**Pin map**

Pins as bars across the die edge, other pins in gray.
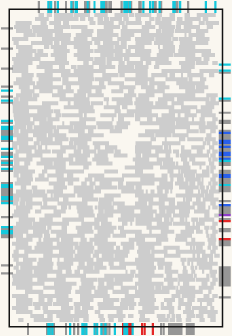
**Met3 routing**

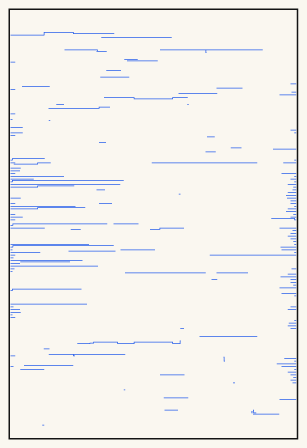
**Congestion heat map**

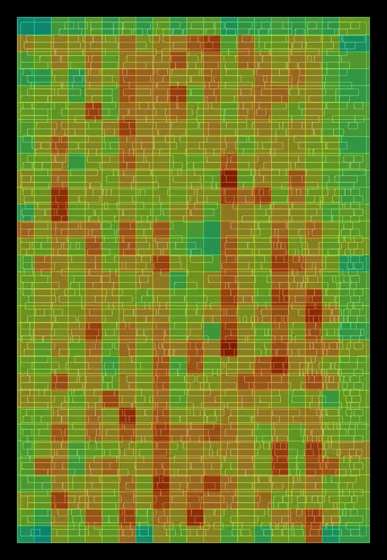
**Routed metal, one color a layer**

Two of the layers only.
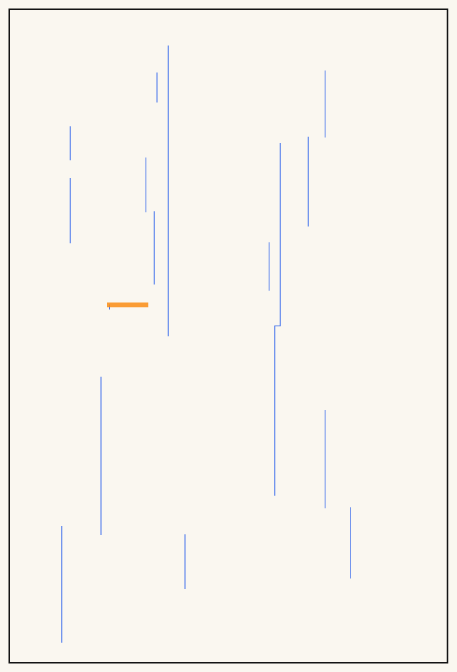
Design sobel_job_scheduler, sky130hd; sources not shown.
==> impl_metrics.toml <==
# generated from flow reports
[critical_path]
worstSetupStartpointType = "flop"
crit_chain = "ha_1 > clkbuf_1 > clkbuf_1 > and2_1 > clkdlybuf4s50_1"
cp.required_ps = 9320
r2r_slack_ps = 8030
cp.arrival_ps = 2700
path_class = "reg -> out"
cp_max_fo = 10
path_common_cell = "clkbuf_1"

[logic_synthesis]
top_cells_by_area = "edfxtp_1 (60%), dfrtp_1 (16%), mux4_2 (11%), mux2_2 (5.7%), and2_1 (1.1%)"
synth.distinct_cells = 42
post-synth-top-area-fraction = 0.604
synth_warnings = 0
synth-main-ff-cell = "edfxtp_1"

[run_status]
status = "completed"

[timing]
relSlewSlack = 0.464
finalHoldViolations = 0
fin_tns_setup_ps = 0

[finish]
lay_top_count = "edfxtp_1"
largest_reg_flops = 332
drive_gt1_frac = 0.254
final_cell_mix = "edfxtp_1 (332), clkdlybuf4s50_1 (208), dfrtp_1 (107), mux2_2 (83), mux4_2 (79)"

[clocking]
cts_root_buf = "clkbuf_16"
cts_hold_buf = 0
post-cts-setup-buffers = 0

[flow_run]
maxCapViolCount = 0
tool_warnings = 29

[routing]
vias_per_cell = 5.47
first_pass_iters = 4

[power_and_ir_drop]
power.leakage_nw = 7.26

[floorplanning]
coreArea_um2 = 29500

[placed_design]
gp_congestion = 0.729
dpl.cell_count = 1410
place_hpwl_mm = 21.8

[worst_hold_path]
hold_depth = 2
-- 'pin map' (at the start) --
legend:
  O_SOBEL_COL:
    color: blue
    pins: 10
    direction: output
    edge: east
  O_PIX_VALID:
    color: purple
    pins: 1
    direction: output
    edge: east
  I_PIXEL_ROW:
    color: red
    pins: 9
    direction: input
    edge: 7 south, 2 east
  O_SOBEL_MATRIX:
    color: cyan
    pins: 64
    direction: output
    edge: 24 north, 19 west, 16 south, 5 east
Die Ht: 214 um
PortBufs: 209
die x size: 143 um

-- 'met3 routing' (at the start) --
wire length on this layer: 1740 um
main direction: horizontal
share of all routed wire: 5.4%
total routed wirelength: 32.4 mm
met3 track demand over resource: 0.0491

-- 'congestion heat map' (at the start) --
met2 Use GR: 0.402
WL per Instance: 21.8 um
GRT Total Usage: 0.224

-- 'routed metal, one color a layer' (at the start) --
legend:
  met4:
    color: blue
    wire_length: 526 um
  met5:
    color: orange
    wire_length: 12.0 um
DR vias: 8116

-- power by group --
part           internal [mW]  switching, mW
clock                  0.737          0.537
combinational          0.780          0.843
sequential              1.94          0.129
-- per-layer routing --
metal | vias to the layer above | share of wire | GRT usage | routed length (um)
met3 | 38 | 0.054 | 0.0491 | 1740
met1 | 4222 | 0.38 | 0.271 | 12400
li1 | 3656 | - | - | -
met4 | 2 | 0.016 | 0.0560 | 526
met2 | 198 | 0.55 | 0.402 | 17600
met5 | - | 0.00034 | 0 | 11
-- cells by family (layout without fill, tap and decap cells) --
kind of cell,after synthesis,after routing,synth area share
AOI/OAI and AO/OA,25,25,0.00971
and+or+nand+nor,81,81,0.0269
xor gates and xnor gates,6,6,0.00319
adders and majority gates,9,9,0.00728
buffers and inverters,48,360,0.0143
muxes,168,168,0.172
DFF,439,439,0.766
-- final cells by class --
| type | count | share of cell area |
|---|---|---|
| flip-flops and latches | 439 | 0.608 |
| multi-input cells | 289 | 0.175 |
| repair buffers | 239 | 0.120 |
| clock buffers | 64 | 0.0583 |
| well taps | 395 | 0.0237 |
| plain buffers | 36 | 0.00920 |
| clock inverters | 9 | 0.00373 |
| inverters | 12 | 0.00216 |
-- through the flow --
stage	setup WS (ps)	util	power, mW	hold WS (ps)
6_report	6620	0.706	4.97	498
5_1_grt	6380	0.706	5.20	525
4_1_cts	6530	0.706	5.03	502
3_5_place_dp	6440	0.662	3.75	488
3_3_place_gp	-3610	0.648	3.72	479
2_1_floorplan	2130	-	3.12	438
-- worst min-delay path: cells and delay by family (launching register included) --
kind | cells | cell delay [ps]
simple gates | 1 | 70
flops | 1 | 340
compound gates | 1 | 40
Power and IR drop assume default switching activity.
